<file path="src/rtl/config_stream_loader_if.sv">
// Byte-stream and fabric config-port bundle for config_stream_loader.
// The loader connects through the slave modport; the bitstream source and
// config observer use the master modport.
interface config_stream_loader_if #(
  parameter int WORD_WIDTH = 32
);
  logic                  start;
  logic [7:0]            byte_data;
  logic                  byte_valid;
  logic                  byte_ready;
  logic [WORD_WIDTH-1:0] SelfWriteData;
  logic                  SelfWriteStrobe;
  logic                  busy;
  logic                  done;
  logic [15:0]           word_count;

  modport master (
    output start, byte_data, byte_valid,
    input  byte_ready, SelfWriteData, SelfWriteStrobe, busy, done, word_count
  );

  modport slave (
    input  start, byte_data, byte_valid,
    output byte_ready, SelfWriteData, SelfWriteStrobe, busy, done, word_count
  );
endinterface

</file>
<file path="src/rtl/config_stream_loader.sv">
// config_stream_loader: packs a byte stream big-endian into WORD_WIDTH config
// words and writes each one to the fabric config port with a single-cycle
// strobe framed by SETUP_CYCLES of data setup and HOLD_CYCLES of data hold.
// A load ends after MAX_WORDS words.
// Optional feature macro: LOADER_SYNC_WORD_EN -- when defined, completed words
// are discarded after start until one matches the sync pattern 0xFAB0FAB1
// (low WORD_WIDTH bits for narrow words); that word and all later ones are
// written normally.
module config_stream_loader #(
  parameter int WORD_WIDTH   = 32,
  parameter int SETUP_CYCLES = 2,
  parameter int HOLD_CYCLES  = 2,
  parameter int MAX_WORDS    = 4096
) (
  input logic             CLK,
  input logic             resetn,
  config_stream_loader_if.slave bus
);

  localparam int BYTES = WORD_WIDTH / 8;
  localparam int BCW   = $clog2(BYTES + 1);

  localparam logic [BCW-1:0] BYTE_LAST  = BCW'(BYTES - 1);
  localparam logic [3:0]     SETUP_LAST = 4'(SETUP_CYCLES - 1);
  localparam logic [3:0]     HOLD_LAST  = 4'(HOLD_CYCLES - 1);
  localparam logic [15:0]    WORD_LAST  = 16'(MAX_WORDS - 1);

  typedef enum logic [2:0] {
    IDLE,
    COLLECT,
    SETUP,
    STROBE,
    HOLD,
    DONE
  } state_t;

  state_t                state;
  state_t                state_nxt;
  logic [BCW-1:0]        byte_cnt;
  logic [3:0]            cyc_cnt;
  logic [WORD_WIDTH-1:0] word_q;
  logic [WORD_WIDTH-1:0] word_nxt;
  logic [15:0]           word_count;

  logic start_go;
  logic xfer;
  logic last_byte;
  logic word_end;
  logic word_go;

  assign start_go  = bus.start && (state == IDLE || state == DONE);
  assign xfer      = bus.byte_valid && (state == COLLECT);
  assign last_byte = xfer && (byte_cnt == BYTE_LAST);
  assign word_end  = ((state == STROBE) && (HOLD_CYCLES == 0)) ||
                     ((state == HOLD) && (cyc_cnt == HOLD_LAST));

`ifdef LOADER_SYNC_WORD_EN
  localparam logic [31:0] SYNC32 = 32'hFAB0FAB1;

  logic synced;
  logic sync_hit;

  if (WORD_WIDTH >= 32) begin : g_sync_wide
    assign sync_hit = (word_nxt[31:0] == SYNC32);
  end else begin : g_sync_narrow
    assign sync_hit = (word_nxt == SYNC32[WORD_WIDTH-1:0]);
  end

  // Words before the first sync match are dropped without being written.
  assign word_go = synced || sync_hit;

  // Sync flag: cleared at every start, set by the first matching word.
  always_ff @(posedge CLK or negedge resetn) begin
    if (!resetn) begin
      synced <= 1'b0;
    end else if (start_go) begin
      synced <= 1'b0;
    end else if (last_byte && sync_hit) begin
      synced <= 1'b1;
    end
  end
`else
  assign word_go = 1'b1;
`endif

  // Place the incoming byte into its big-endian lane of the word register.
  always_comb begin
    word_nxt = word_q;
    for (int i = 0; i < BYTES; i++) begin
      if (byte_cnt == BCW'(i)) begin
        word_nxt[WORD_WIDTH-1-8*i -: 8] = bus.byte_data;
      end
    end
  end

  // Next-state logic for the load sequencer.
  always_comb begin
    state_nxt = state;
    case (state)
      IDLE, DONE: begin
        if (bus.start) state_nxt = COLLECT;
      end
      COLLECT: begin
        if (last_byte && word_go) state_nxt = (SETUP_CYCLES == 0) ? STROBE : SETUP;
      end
      SETUP: begin
        if (cyc_cnt == SETUP_LAST) state_nxt = STROBE;
      end
      STROBE: begin
        if (HOLD_CYCLES != 0) state_nxt = HOLD;
        else                  state_nxt = (word_count == WORD_LAST) ? DONE : COLLECT;
      end
      HOLD: begin
        if (cyc_cnt == HOLD_LAST) state_nxt = (word_count == WORD_LAST) ? DONE : COLLECT;
      end
      default: state_nxt = IDLE;
    endcase
  end

  // State register.
  always_ff @(posedge CLK or negedge resetn) begin
    if (!resetn) state <= IDLE;
    else         state <= state_nxt;
  end

  // Cycle counter times SETUP and HOLD; restarts on every state change.
  always_ff @(posedge CLK or negedge resetn) begin
    if (!resetn) begin
      cyc_cnt <= '0;
    end else if ((state == SETUP || state == HOLD) && state_nxt == state) begin
      cyc_cnt <= cyc_cnt + 4'd1;
    end else begin
      cyc_cnt <= '0;
    end
  end

  // Byte lane counter: wraps at the end of each word, cleared on start.
  always_ff @(posedge CLK or negedge resetn) begin
    if (!resetn) begin
      byte_cnt <= '0;
    end else if (start_go) begin
      byte_cnt <= '0;
    end else if (xfer) begin
      byte_cnt <= last_byte ? '0 : byte_cnt + BCW'(1);
    end
  end

  // Word register only moves on byte transfers, so it is stable through
  // SETUP, STROBE and HOLD.
  always_ff @(posedge CLK or negedge resetn) begin
    if (!resetn)   word_q <= '0;
    else if (xfer) word_q <= word_nxt;
  end

  // Words written in the current load, counted as each HOLD completes.
  always_ff @(posedge CLK or negedge resetn) begin
    if (!resetn)        word_count <= '0;
    else if (start_go)  word_count <= '0;
    else if (word_end)  word_count <= word_count + 16'd1;
  end

  assign bus.byte_ready      = (state == COLLECT);
  assign bus.busy            = (state == COLLECT) || (state == SETUP) ||
                               (state == STROBE)  || (state == HOLD);
  assign bus.SelfWriteStrobe = (state == STROBE);
  assign bus.done            = (state == DONE);
  assign bus.SelfWriteData   = word_q;
  assign bus.word_count      = word_count;

endmodule

</file>
<file path="src/flat_wrapper.sv">
// flat-port wrapper written by rule: the top's interface ports become plain ports
module config_stream_loader_flat 
#(
  parameter int WORD_WIDTH   = 32,
  parameter int SETUP_CYCLES = 2,
  parameter int HOLD_CYCLES  = 2,
  parameter int MAX_WORDS    = 4096
)
  (CLK, resetn, bus_start, bus_byte_data, bus_byte_valid, bus_byte_ready, bus_SelfWriteData, bus_SelfWriteStrobe, bus_busy, bus_done, bus_word_count);
  config_stream_loader_if #(.WORD_WIDTH(WORD_WIDTH)) bus_i ();
  input logic CLK;
  input logic resetn;
  input wire logic [$bits(bus_i.start)-1:0] bus_start;
  input wire logic [$bits(bus_i.byte_data)-1:0] bus_byte_data;
  input wire logic [$bits(bus_i.byte_valid)-1:0] bus_byte_valid;
  output wire logic [$bits(bus_i.byte_ready)-1:0] bus_byte_ready;
  output wire logic [$bits(bus_i.SelfWriteData)-1:0] bus_SelfWriteData;
  output wire logic [$bits(bus_i.SelfWriteStrobe)-1:0] bus_SelfWriteStrobe;
  output wire logic [$bits(bus_i.busy)-1:0] bus_busy;
  output wire logic [$bits(bus_i.done)-1:0] bus_done;
  output wire logic [$bits(bus_i.word_count)-1:0] bus_word_count;
  assign bus_i.start = bus_start;
  assign bus_i.byte_data = bus_byte_data;
  assign bus_i.byte_valid = bus_byte_valid;
  assign bus_byte_ready = bus_i.byte_ready;
  assign bus_SelfWriteData = bus_i.SelfWriteData;
  assign bus_SelfWriteStrobe = bus_i.SelfWriteStrobe;
  assign bus_busy = bus_i.busy;
  assign bus_done = bus_i.done;
  assign bus_word_count = bus_i.word_count;
  config_stream_loader #(.WORD_WIDTH(WORD_WIDTH), .SETUP_CYCLES(SETUP_CYCLES), .HOLD_CYCLES(HOLD_CYCLES), .MAX_WORDS(MAX_WORDS)) u_core (.CLK(CLK), .resetn(resetn), .bus(bus_i));
endmodule
</file>
<file path="config.mk">
export PLATFORM = sky130hd
export DESIGN_NAME = config_stream_loader_flat
export DESIGN_NICKNAME = d
export VERILOG_FILES = /design/src/rtl/config_stream_loader_if.sv /design/src/rtl/config_stream_loader.sv /design/src/flat_wrapper.sv
export SDC_FILE = /design/constraint.sdc
export NUM_CORES = 1
export LEC_CHECK = 0
export CORE_MARGIN = 5
export CORE_UTILIZATION = 44
export DETAILED_ROUTE_END_ITERATION = 7
export PLACE_DENSITY = 0.75
export SYNTH_ARGS = -nofsm -noshare
export SYNTH_HDL_FRONTEND = slang
export SYNTH_SLANG_ARGS = --single-unit
</file>
<file path="constraint.sdc">
create_clock -name CLK -period 1.6 [get_ports CLK]
set_input_delay 0.16 -clock CLK [delete_from_list [all_inputs] [get_ports CLK]]
set_output_delay 0.16 -clock CLK [all_outputs]
set_load 0.02 [all_outputs]
</file>
### Supply network, run 1

Scale bar: 20 µm. Pins as bars on the die edge.
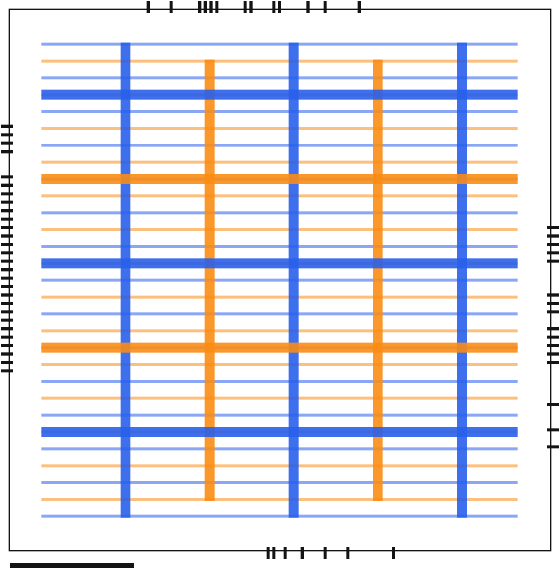
| color | net |
|---|---|
| orange | VDD |
| blue | VSS |
met5 straps: 5
rows: 28
met4 straps: 5
signal pins: 64
met1 rails: 29

### Placed cells, one color a class, run 1

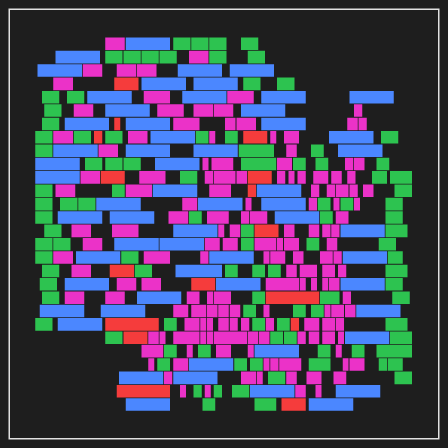
| color | class | cells |
|---|---|---|
| green | other buffers and delay cells | 101 |
| red | clock drivers and dummy loads | 16 |
| blue | flip-flops | 58 |
| magenta | all other logic | 153 |

==> Slide: Implementation Results, run 1 <==
Synthesis and Place & Route Summary

Critical path
  – CP Data Required Time: 1.85 ns
  – Highest fanout seen on the critical path: 5
  – Launching point of the worst reg2reg path: u_core.cyc_cnt[1]$_DFF_PN0_
  – Worst path buffer plus inverter count: 3
  – Depth of the most critical reg-to-reg path: 8
  – CP Launch Point: u_core.cyc_cnt[1]$_DFF_PN0_
  – Most prevalent standard cell on the critical path: sky130_fd_sc_hd__buf_4
  – WP depth: 8
  – Critical Path Max Stage Delay: 0.38 ns
  – Setup slack of the worst register-to-register path: -0.15 ns
  – Endpoint of the lowest-slack register-to-register path: u_core.bus.word_count[12]$_DFFE_PN0P_
  – Largest delay share family, worst path: simple AND/OR/NAND/NOR gates
  – Crit path cell chain: inv_1 -> ha_2 -> nor3b_4 -> buf_4 -> nand3_2 -> buf_4 -> or3_1 -> a21oi_1
  – Arrival time of data at the critical path endpoint: 2.00 ns
  – Classification of the worst setup path: reg2reg
  – Cell at the slowest stage of the critical path: sky130_fd_sc_hd__dfrtp_1
  – Type of origin of the critical path: flop
  – Capturing instance or port of the critical path: u_core.bus.word_count[12]$_DFFE_PN0P_
  – Worst setup EP type: flop

CTS
  – TritonCTS buffer count: 9
  – Number of buffers between clock root and the deepest sink: 2
  – Clock slew at the register clock pins of the worst setup and hold paths: 0.07 ns
  – CTS H-Tree Depth: 3
  – Clock net sink count: 58
  – Clock tree from TritonCTS: done
  – Clock network latency to the later pin of the worst-skew pair: 0.34 ns
  – Master cell of the clock root buffer: sky130_fd_sc_hd__clkbuf_8

Cells and area
  – Number of standard cells in the final layout excluding fillers: 403
  – Most instantiated logic cell after routing: sky130_fd_sc_hd__dfrtp_1
  – Share of cell area taken by flip-flops and latches: 0.371
  – Share of layout cells above drive strength 1: 0.311
  – Multi-input combinational area share: 0.296
  – Diode count: 0
  – Finished Core Util: 0.669
  – Non-clock buffer total of the final layout: 101
  – Multi-input comb cells: 148
  – Flip-flops: 58
  – Top cell category: sequential cells
  – Storage element area: 1450 µm²
  – Area fraction of clock buffers and clock inverters: 0.0595
  – NumNets Final: 342
  – Non-Clock Buffer Area Fraction: 0.244
  – Commonest cells after routing, fill and taps aside: 57 x sky130_fd_sc_hd__dfrtp_1, 48 x sky130_fd_sc_hd__clkdlybuf4s50_1, 34 x sky130_fd_sc_hd__buf_4
  – P&R area growth vs syn: 49.6%
  – Filler cells: 436
  – Footprint of the multi-input gates: 1160 µm²
  – Number of clock buffer instances in the layout: 10
  – Cell area after layout: 3910 µm²
  – Invs w/o clock: 5

Synthesis
  – Post-synth area from yosys stat: 2620 µm²
  – Mapped Nets: 236
  – Adder and majority gate portion of the synthesized area: 0.0335
  – Number of enable flip-flop cells: 0
  – Compound Share, Synth: 0.0641
  – Post-synth regs: 58
  – Top cell types by occurrence after synthesis: 58 x sky130_fd_sc_hd__dfrtp_1, 32 x sky130_fd_sc_hd__mux2_2, 16 x sky130_fd_sc_hd__nand2_1, 15 x sky130_fd_sc_hd__nor2_1, 13 x sky130_fd_sc_hd__a21oi_1
  – Fraction of the yosys area taken by sequential cells: 0.555
  – Mux frac, synth: 0.138
  – Count leader, synth: sky130_fd_sc_hd__dfrtp_1
  – Most common flop cell mapped by yosys: sky130_fd_sc_hd__dfrtp_1
  – Instance tally after logic synthesis: 217
  – Post-synth design cell area: 2620 µm²
  – Synth Area in XOR/XNOR: 0.0335
  – Warnings from Yosys: 0
  – Yosys top cell by area: sky130_fd_sc_hd__dfrtp_1
  – Synth Area in Simple Gates: 0.153
  – Count of distinct cell types in the synthesized netlist: 35
  – Top cell type's share of synthesized area: 0.555
  – Cell area leaders: sky130_fd_sc_hd__dfrtp_1 55%, sky130_fd_sc_hd__mux2_2 14%, sky130_fd_sc_hd__ha_1 3.3%, sky130_fd_sc_hd__a21oi_1 2.5%, sky130_fd_sc_hd__nand2_1 2.3%
  – Largest family of logic cells by area: simple AND/OR/NAND/NOR gates
  – Share of async-settable or async-resettable flops after synthesis: 1.00
  – Avg Cell Area, Syn: 12.1 µm²
  – Total cells reported by yosys after synthesis: 217

Place
  – Post-placement cell area: 3590 µm²
  – Port-buffer cells: 63
  – Cell total after placement: 379
  – Post-Place Setup Slack: -0.190 ns
  – Placer Congestion: 0.785
  – Placed wire-length estimate after detailed placement: 4440 µm

Power
  – Power consumption: 6.87 mW
  – Share of power burned in the clock network: 0.235
  – Relative contribution of combinational cells to total power: 0.440
  – Reported leakage power: 1.87 nW
  – Net switching share of the total power: 0.336
  – Max IR drop VDD: 1.13 mV
  – Relative contribution of sequential cells to total power: 0.325
  – Total power per unit cell area: 1760 nW/µm²
  – Internal power summed over all cells: 4.56 mW
  – Switching component of the power: 2.31 mW

STA
  – Setup TNS: -1.11 ns
  – Setup Skew: 0.00858 ns
  – Worst hold slack across all endpoints: 0.352 ns
  – Number of max-slew violations in the final report: 0
  – RSZ-0062 raised after global routing: yes
  – Actual slew at the worst max-slew pin: 0.313 ns
  – F_max: 0.572 GHz
  – Hold violation total from the final report: 0
  – Final period utilization: 1.09
  – Final worst-path setup slack: -0.147 ns
  – Setup violators final: 11
  – Worst relative slew slack: 0.791

Die
  – Core box area: 5850 µm²
  – Width of the die: 87.1 µm
  – Height of the die: 87.1 µm
  – Die outline area: 7590 µm²
  – Top Ports: 64
  – Starting utilization of the core area: 0.447
  – Standard-cell rows: 28
  – # Taps: 75

Status
  – Result of the run: finished with violations
  – Violated checks: setup timing

Drt
  – Starting DRT DRC Count: 88
  – Average vias per placed instance: 5.22
  – Top routing layer used: met4
  – Final antenna-violating net count: 0
  – Routed wl met2: 3090 µm
  – Wirelength per Cell: 16.0 µm
  – Iteration tally of the first detailed-router pass: 4
  – Vias after detailed routing: 2103
  – # DRC: 0
  – Met3 wirelength from detailed routing: 442 µm
  – Final WL: 6460 µm
  – Wire length on met1: 2820 µm

Global route
  – First-pass GRT wire length: 10700 µm
  – Vias in the first global route: 2245
  – Initial antenna violation count: 0
  – Largest net degree at the start of global routing: 59
  – Gr ovfl total: 0
  – Met3 track utilization from global routing: 0.0549
  – Total Routing Usage GR: 0.187
  – Met2 usage: 0.293
  – Met1 layer usage reported by global route: 0.234
  – Routing layer with the top usage in global route: met2

Flow run
  – Max Cap Violations: 0
  – Number of logged tool warnings: 33

Min path
  – Worst min-delay path class: in2async
### Clock wires, drivers and flops, run 1

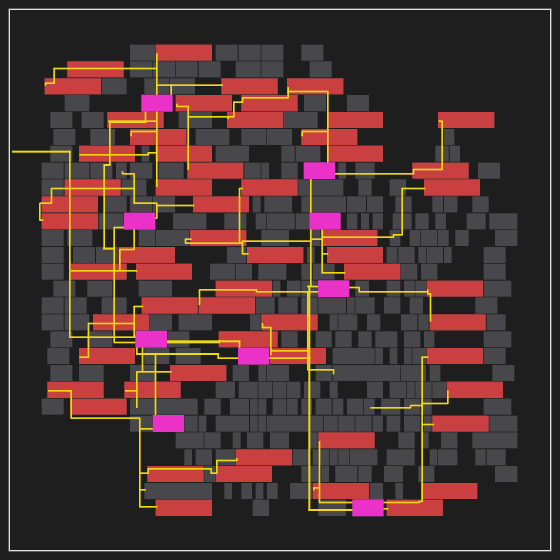
[magenta] cells driving clock nets | count: 9
[yellow] clock wires | length: 807 µm
[red] flip-flops | count: 58
flops lie: spread over the die

-- run 1: sequential cells by signal, indices dropped and copies added, names as in the netlist --
register and cells:
u_core.cyc_cnt 4, u_core.bus.SelfWriteData 32, u_core.byte_cnt 3, u_core.bus.word_count 16, u_core.state 3
-- run 1: timing repair --
item,4_1_cts,5_1_grt
resized,19,19
endpoints found under the hold margin,58,0
hold buffers,1,0
setup endpoints to repair,48,53
buffers inserted,2,4
pin swaps,6,6
cloned,1,0
-- run 1: power by group through the flow --
stage	Combinational [mW]	Sequential, mW	Clock [mW]
2_1_floorplan	1.11	2.70	0
3_3_place_gp	2.93	2.23	0
3_5_place_dp	2.98	2.24	0
4_1_cts	2.99	2.23	1.65
5_1_grt	3.22	2.29	1.73
6_report	3.03	2.23	1.62
### Routing congestion, run 1

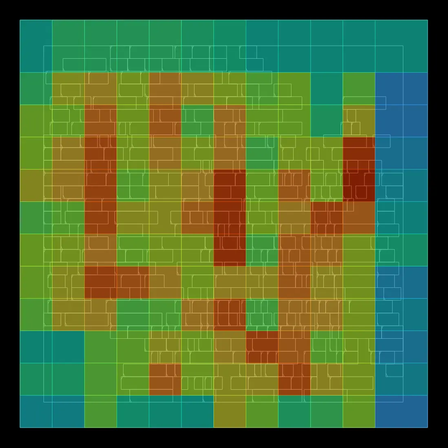

--- run 2 (diff from run 1) ---
--- a/config.mk
+++ b/config.mk
@@ -6,9 +6,11 @@
 export NUM_CORES = 1
 export LEC_CHECK = 0
 export CORE_MARGIN = 5
-export CORE_UTILIZATION = 44
+export CORE_UTILIZATION = 46
+export CTS_BUF_LIST = sky130_fd_sc_hd__clkbuf_8
 export DETAILED_ROUTE_END_ITERATION = 7
-export PLACE_DENSITY = 0.75
+export GPL_ROUTABILITY_DRIVEN = 0
+export PLACE_DENSITY = 0.78
 export SYNTH_ARGS = -nofsm -noshare
 export SYNTH_HDL_FRONTEND = slang
 export SYNTH_SLANG_ARGS = --single-unit
### Routing congestion, run 2

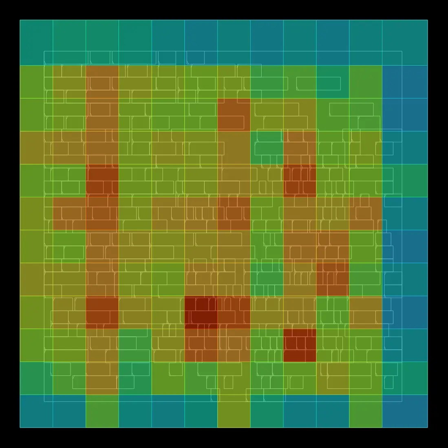
met2 usage: 0.293
routing layer with the top usage in global route: met2

### Clock wires, drivers and flops, run 2

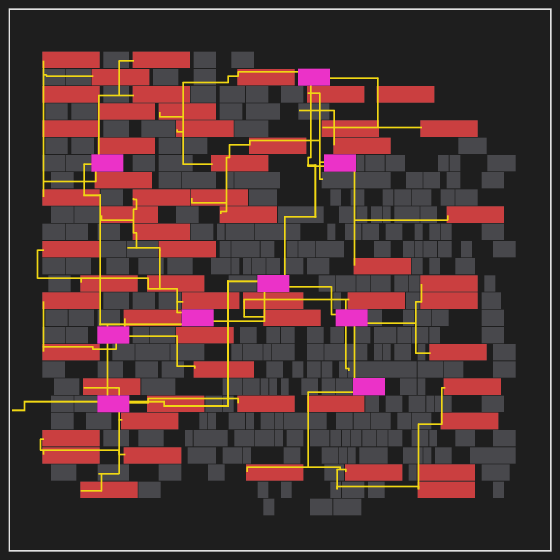
[magenta] cells driving clock nets | count: 9
[yellow] clock wires | length: 769 µm
[red] flip-flops | count: 58
flops lie: spread over the die

==> Slide: Implementation Results, run 2 <==
Synthesis and Place & Route Summary

Cells and area
  – Number of clock buffer instances in the layout: 12 (+2)
  – Cell area after layout: 3900 µm² (-0.42%)
  – Multi-input comb cells: 148 (unchanged)
  – Most instantiated logic cell after routing: sky130_fd_sc_hd__dfrtp_1
  – Non-clock buffer total of the final layout: 98 (-3.0%)
  – Commonest cells after routing, fill and taps aside: 56 x sky130_fd_sc_hd__dfrtp_1, 51 x sky130_fd_sc_hd__clkdlybuf4s50_1, 30 x sky130_fd_sc_hd__buf_4
  – Area fraction of clock buffers and clock inverters: 0.0610 (+0.00153)
  – NumNets Final: 339 (-0.88%)
  – Number of standard cells in the final layout excluding fillers: 397 (-1.5%)
  – Footprint of the multi-input gates: 1170 µm² (+0.86%)
  – Non-Clock Buffer Area Fraction: 0.238 (-0.00636)
  – Flip-flops: 58 (unchanged)
  – Invs w/o clock: 5 (unchanged)

Flow run
  – Number of logged tool warnings: 33 (unchanged)

Critical path
  – Endpoint of the lowest-slack register-to-register path: u_core.bus.word_count[15]$_DFFE_PN0P_
  – CP Launch Point: u_core.cyc_cnt[1]$_DFF_PN0_
  – Highest fanout seen on the critical path: 4 (-1)
  – Crit path cell chain: inv_1 -> ha_2 -> nor3b_4 -> nand4_1 -> or4_4 -> a21oi_2
  – WP depth: 6 (-2)
  – Cell at the slowest stage of the critical path: sky130_fd_sc_hd__or4_4
  – CP Data Required Time: 1.86 ns (about the same)
  – Classification of the worst setup path: reg2reg

Synthesis
  – Total cells reported by yosys after synthesis: 217 (unchanged)
  – Post-synth area from yosys stat: 2620 µm² (unchanged)
  – Most common flop cell mapped by yosys: sky130_fd_sc_hd__dfrtp_1
  – Mapped Nets: 236 (unchanged)
  – Warnings from Yosys: 0 (unchanged)
  – Adder and majority gate portion of the synthesized area: 0.0335 (unchanged)
  – Largest family of logic cells by area: simple AND/OR/NAND/NOR gates
  – Count leader, synth: sky130_fd_sc_hd__dfrtp_1
  – Avg Cell Area, Syn: 12.1 µm² (unchanged)
  – Instance tally after logic synthesis: 217 (unchanged)
  – Count of distinct cell types in the synthesized netlist: 35 (unchanged)
  – Post-synth design cell area: 2620 µm² (unchanged)
  – Top cell type's share of synthesized area: 0.555 (unchanged)
  – Compound Share, Synth: 0.0641 (unchanged)
  – Number of enable flip-flop cells: 0 (unchanged)
  – Top cell types by occurrence after synthesis: 58 x sky130_fd_sc_hd__dfrtp_1, 32 x sky130_fd_sc_hd__mux2_2, 16 x sky130_fd_sc_hd__nand2_1, 15 x sky130_fd_sc_hd__nor2_1, 13 x sky130_fd_sc_hd__a21oi_1

Place
  – Cell total after placement: 375 (-1.1%)
  – Post-placement cell area: 3590 µm² (about the same)

Status
  – Result of the run: finished with violations
  – Violated checks: setup timing

CTS
  – CTS H-Tree Depth: 3 (unchanged)
  – Clock net sink count: 58 (unchanged)
  – Clock network latency to the later pin of the worst-skew pair: 0.33 ns (about the same)
  – Clock tree from TritonCTS: done
  – TritonCTS buffer count: 9 (unchanged)
  – Quantity of hold-fixing buffers added after cts: 1 (unchanged)

Drt
  – Starting DRT DRC Count: 78 (-11%)
  – Top routing layer used: met4
  – Average vias per placed instance: 5.22 (about the same)
  – Routed wl met2: 3030 µm (-1.8%)
  – Wire length on met1: 2700 µm (-4.0%)
  – # DRC: 0 (unchanged)

STA
  – Worst relative slew slack: 0.789 (-0.00193)
  – Number of max-slew violations in the final report: 0 (unchanged)
  – RSZ-0062 raised after global routing: yes
  – Hold violation total from the final report: 0 (unchanged)
  – Final worst-path setup slack: -0.182 ns (-0.0350 ns)
  – F_max: 0.561 GHz (-2.0%)
  – Setup violators final: 12 (+1)
  – Worst hold slack across all endpoints: 0.373 ns (+0.0206 ns)

Power
  – Net switching share of the total power: 0.337 (+0.000969)
  – Reported leakage power: 1.80 nW (-3.5%)
  – Relative contribution of sequential cells to total power: 0.327 (+0.002)
  – Switching component of the power: 2.29 mW (-0.79%)
  – Share of power burned in the clock network: 0.233 (-0.002)

Die
  – Height of the die: 85.4 µm (-1.9%)
  – Top Ports: 64 (unchanged)
  – Width of the die: 85.4 µm (-1.9%)
  – Die outline area: 7300 µm² (-3.9%)

Global route
  – Met1 layer usage reported by global route: 0.231 (-0.00299)
  – Met3 track utilization from global routing: 0.0786 (+0.0238)
  – Vias in the first global route: 2194 (-2.3%)
  – Initial antenna violation count: 0 (unchanged)
  – First-pass GRT wire length: 10700 µm (-0.12%)
-- run 2: power by group through the flow --
stage	sequential, mW	clock [mW]	combinational (mW)
finish	2.23	1.59	2.99
global route	2.29	1.68	3.22
CTS	2.22	1.61	2.99
detailed placement	2.23	0	3.00
global placement	2.22	0	2.95
floorplan	2.70	0	1.11
-- run 2: per-stage QoR --
| stage | total power [mW] | worst slack [ns] | util |
|---|---|---|---|
| final | 6.80 | -0.182 | 0.708 |
| after global routing | 7.18 | -0.260 | 0.708 |
| after floorplan | 3.81 | -0.138 | - |
| after CTS | 6.83 | -0.153 | 0.700 |
| after global placement | 5.16 | -0.151 | 0.652 |
| after detailed placement | 5.23 | -0.175 | 0.652 |
Power figures rest on the tool's default switching activity, not on a simulated workload.
